Figure 1. Clock nets.
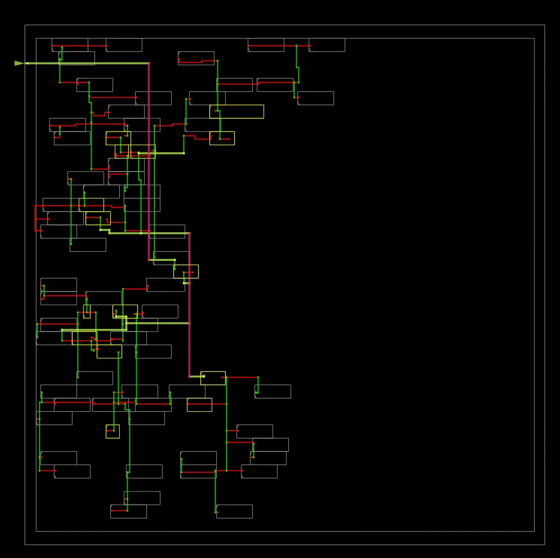
Figure 2. Floorplan with the power grid.
Scale: 4 px per um. Pins as bars on the die edge.
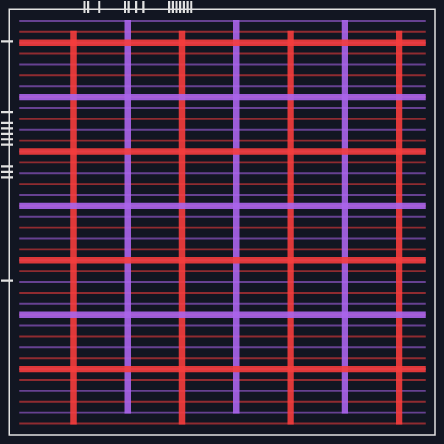
Figure 3. Cell density map.
Scale: 4 px per um. 11 x 11 tiles, from black (low) to pale yellow (high), 0 to 100% covered.
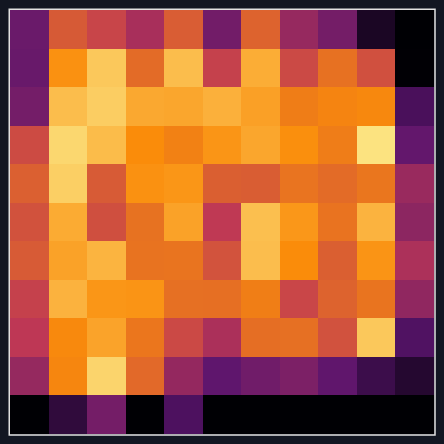
Figure 4. Metal 2.
Scale: 4 px per um.
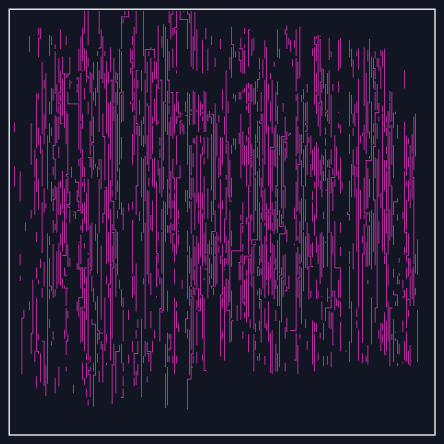
Figure 5. Clock distribution.
Scale: 2 px per um.
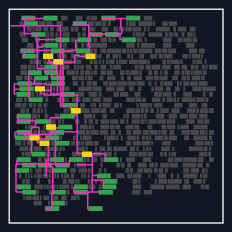
[src/rtl/pwm_duty_decoder.sv]
// pwm_duty_decoder: measures period, high time and duty (in tenths) of an
// asynchronous PWM input, reporting a stuck level when no edge arrives in time.
module pwm_duty_decoder #(
  parameter int CNT_W   = 8,
  parameter int TIMEOUT = 200
) (
  input  logic             clk,
  input  logic             rst,
  input  logic             pwm_in,
  output logic [3:0]       duty_out,
  output logic [CNT_W-1:0] period_out,
  output logic [CNT_W-1:0] high_out,
  output logic             valid,
  output logic             locked
);

  localparam int               MUL_W       = CNT_W + 4;
  localparam logic [CNT_W-1:0] TIMEOUT_CNT = CNT_W'(TIMEOUT);

  typedef enum logic [1:0] {
    SEARCH  = 2'd0,
    MEASURE = 2'd1,
    STUCK   = 2'd2
  } state_t;

  state_t r_state;
  state_t w_state_next;

  logic r_s1;
  logic r_s2;
  logic r_s3;
  logic w_rise;

  logic [CNT_W-1:0] r_period_cnt;
  logic [CNT_W-1:0] r_high_cnt;
  logic             w_timeout;

  logic w_load;
  logic w_count;
  logic w_capture;
  logic w_stuck_report;

  logic             r_cap_valid;
  logic             r_cap_stuck;
  logic             r_cap_level;
  logic [CNT_W-1:0] r_cap_period;
  logic [CNT_W-1:0] r_cap_high;

  logic [MUL_W-1:0] w_high_x10;
  logic [9:0]       w_ge;
  logic [3:0]       w_duty;

  logic [3:0]       r_duty;
  logic [CNT_W-1:0] r_period;
  logic [CNT_W-1:0] r_high;
  logic             r_valid;
  logic             r_locked;

  always_ff @(posedge clk) begin
    if (rst) begin
      r_s1 <= 1'b0;
      r_s2 <= 1'b0;
      r_s3 <= 1'b0;
    end else begin
      r_s1 <= pwm_in;
      r_s2 <= r_s1;
      r_s3 <= r_s2;
    end
  end

  assign w_rise    = r_s2 & ~r_s3;
  assign w_timeout = (r_period_cnt == TIMEOUT_CNT);

  always_ff @(posedge clk) begin
    if (rst) begin
      r_state <= SEARCH;
    end else begin
      r_state <= w_state_next;
    end
  end

  // A rise always wins over a simultaneous timeout, so a period of exactly
  // TIMEOUT cycles is still measured.
  always_comb begin
    w_state_next   = r_state;
    w_load         = 1'b0;
    w_count        = 1'b0;
    w_capture      = 1'b0;
    w_stuck_report = 1'b0;
    case (r_state)
      SEARCH, MEASURE: begin
        if (w_rise) begin
          w_load       = 1'b1;
          w_capture    = (r_state == MEASURE);
          w_state_next = MEASURE;
        end else if (w_timeout) begin
          w_stuck_report = 1'b1;
          w_state_next   = STUCK;
        end else begin
          w_count = 1'b1;
        end
      end
      STUCK: begin
        if (w_rise) begin
          w_load       = 1'b1;
          w_state_next = MEASURE;
        end
      end
      default: begin
        w_state_next = SEARCH;
      end
    endcase
  end

  always_ff @(posedge clk) begin
    if (rst) begin
      r_period_cnt <= '0;
      r_high_cnt   <= '0;
    end else if (w_load) begin
      r_period_cnt <= CNT_W'(1);
      r_high_cnt   <= CNT_W'(1);
    end else if (w_count) begin
      if (r_period_cnt != TIMEOUT_CNT) begin
        r_period_cnt <= r_period_cnt + 1'b1;
      end
      if (r_s2) begin
        r_high_cnt <= r_high_cnt + 1'b1;
      end
    end
  end

  always_ff @(posedge clk) begin
    if (rst) begin
      r_cap_valid  <= 1'b0;
      r_cap_stuck  <= 1'b0;
      r_cap_level  <= 1'b0;
      r_cap_period <= '0;
      r_cap_high   <= '0;
    end else begin
      r_cap_valid <= w_capture | w_stuck_report;
      r_cap_stuck <= w_stuck_report;
      r_cap_level <= r_s2;
      if (w_capture) begin
        r_cap_period <= r_period_cnt;
        r_cap_high   <= r_high_cnt;
      end
    end
  end

  // Duty in tenths: count thresholds k*P (k = 1..10) that 10*H reaches.
  assign w_high_x10 = MUL_W'(r_cap_high) * MUL_W'(10);

  generate
    for (genvar gi = 0; gi < 10; gi++) begin : g_thr
      assign w_ge[gi] = (w_high_x10 >= (MUL_W'(r_cap_period) * MUL_W'(gi + 1)));
    end
  endgenerate

  always_comb begin
    w_duty = '0;
    for (int k = 0; k < 10; k++) begin
      w_duty = w_duty + {3'b000, w_ge[k]};
    end
  end

  always_ff @(posedge clk) begin
    if (rst) begin
      r_duty   <= '0;
      r_period <= '0;
      r_high   <= '0;
      r_valid  <= 1'b0;
      r_locked <= 1'b0;
    end else begin
      r_valid <= r_cap_valid;
      if (r_cap_valid) begin
        if (r_cap_stuck) begin
          r_duty   <= r_cap_level ? 4'd10 : 4'd0;
          r_period <= '0;
          r_high   <= '0;
          r_locked <= 1'b0;
        end else begin
          r_duty   <= w_duty;
          r_period <= r_cap_period;
          r_high   <= r_cap_high;
          r_locked <= 1'b1;
        end
      end
    end
  end

  assign duty_out   = r_duty;
  assign period_out = r_period;
  assign high_out   = r_high;
  assign valid      = r_valid;
  assign locked     = r_locked;

endmodule

[config.mk]
export PLATFORM = sky130hd
export DESIGN_NAME = pwm_duty_decoder
export DESIGN_NICKNAME = d
export VERILOG_FILES = /design/src/rtl/pwm_duty_decoder.sv
export SDC_FILE = /design/constraint.sdc
export NUM_CORES = 1
export LEC_CHECK = 0
export CORE_MARGIN = 2
export CORE_UTILIZATION = 57
export DETAILED_ROUTE_END_ITERATION = 10
export PLACE_DENSITY = 0.76
export SLEW_MARGIN = 20
export SYNTH_ARGS = -nofsm -noshare
export SYNTH_HDL_FRONTEND = slang
export SYNTH_SLANG_ARGS = --single-unit
[constraint.sdc]
create_clock -name clk -period 10.7 [get_ports clk]
set_input_delay 2.14 -clock clk [delete_from_list [all_inputs] [get_ports clk]]
set_output_delay 2.14 -clock clk [all_outputs]
set_load 0.03 [all_outputs]
==> impl_metrics.json <==
{
  "status": "finished, final reports clean",
  "avgSynthCellArea_sq_um": 8.83,
  "yosys_warnings": 0,
  "top_cell_area_share": 0.286,
  "cts_tree": "done",
  "netlist_area_sq_mm": 0.00594,
  "viasPerCell": 5.95,
  "endpoint": "duty_out[3]",
  "drv_cap": 0,
  "intPower_mw": 0.355,
  "detail-route-antenna-nets": 0,
  "post_drt_wl_per_cell_um": 17.4,
  "grt_pass1_wl_um": 24600,
  "slowest_stage": "dfxtp_1",
  "power_density_mw_per_mm2": 70.0,
  "rsz0062_at_grt": "no",
  "clk_pin_slew_ns": 0.07,
  "power_mw": 0.455,
  "edf_count": 0,
  "met3_wirelength_um": 578,
  "clkCellAreaFrac": 0.0308,
  "power_frac_seq": 0.510,
  "die_area_sq_mm": 0.0113,
  "path_depth": 19,
  "instances_no_fill": 832,
  "yosysMostFrequentCell": "ha_1",
  "ys.flops": 61,
  "htree_levels": 3,
  "reg2reg_from": "r_cap_high[1]",
  "fill_cells": 863,
  "routed_wl_um": 14500,
  "layout.comb_gates.multi_input": 555,
  "diodes": 0,
  "worstSetupPathType": "reg -> reg",
  "pre_cts_ws_ns": 4.55,
  "synth_cells": 673,
  "area_delta_synth_final_pct": 9.39,
  "ys_cells": 673,
  "yosys.area.top_type": "ha_1",
  "seq_area_frac_synth": 0.206,
  "wl_met2_um": 6960,
  "antenna_found_initial": 0,
  "post_dp_cell_area_sq_mm": 0.00630,
  "top_layer": "met4",
  "cp-end-kind": "flop",
  "r2r_end": "duty_out[3]",
  "openroad.warnings": 32,
  "ctsResizeCount": 0,
  "seqCellArea_sq_mm": 0.00122,
  "slew_headroom": 0.380,
  "crit_path_start_kind": "flop",
  "synth_cell_types": 57,
  "worst_slack_ns": 4.50,
  "report.final.setup_viol": 0,
  "grt_max_degree": 42,
  "flops": 61,
  "p_sw_frac": 0.220,
  "p_sw_mw": 0.100,
  "portBuffers": 24,
  "rows": 37,
  "clockBufferDepth": 2,
  "power_leader": "registers",
  "drive_gt1_frac": 0.0417,
  "grt_pass1_vias": 5146,
  "final-comb-area_sq_mm": 0.00450,
  "worstHoldPathCells": 1
}
About Figure 1:
clk pwr: 0.206 mW
CTS Sinks: 61

About Figure 2:
colour	net
red	VSS
purple	VDD
rows	37
met5 straps	7
met1 rails	38
met4 straps	7

About Figure 3:
emptiest ninth of the die	bottom right
tiles over 75% full	29%
mean over tiles	56%
core area: 0.0102 sq mm
fin util: 0.635
fp util: 0.581

About Figure 4:
share of all routed wire	48%
wire length on this layer	6,960 um

About Figure 5:
[yellow] clock-net drivers | count: 9
[magenta] clock wires | length: 768 um
[green] flip-flops | count: 61
routed clock nets	10
clock skew: 0.00930 ns
clock share of power: 0.454

-- state kept, by name, indices dropped and copies added (netlist names) --
| register | cells |
|---|---|
| r_s1 | 1 |
| r_s2 | 1 |
| r_period_cnt | 8 |
| r_cap_period | 8 |
| r_high_cnt | 8 |
| high_out | 8 |
| duty_out | 4 |
| r_cap_stuck | 1 |
| locked | 1 |
| r_cap_high | 8 |
| valid | 1 |
| r_cap_level | 1 |
| r_state | 2 |
| period_out | 8 |
| r_cap_valid | 1 |
-- cells by family (layout without fill, tap and decap cells) --
family	count (synthesis)	after routing	share of synthesized area
buf+inv	57	80	0.0369
simple gates	201	201	0.180
flops	61	61	0.206
mux	5	5	0.00842
fa+ha+maj	156	156	0.352
compound gates	154	154	0.159
xor+xnor	39	39	0.0575
No activity file was given, so power comes from the tool's default toggle rates.
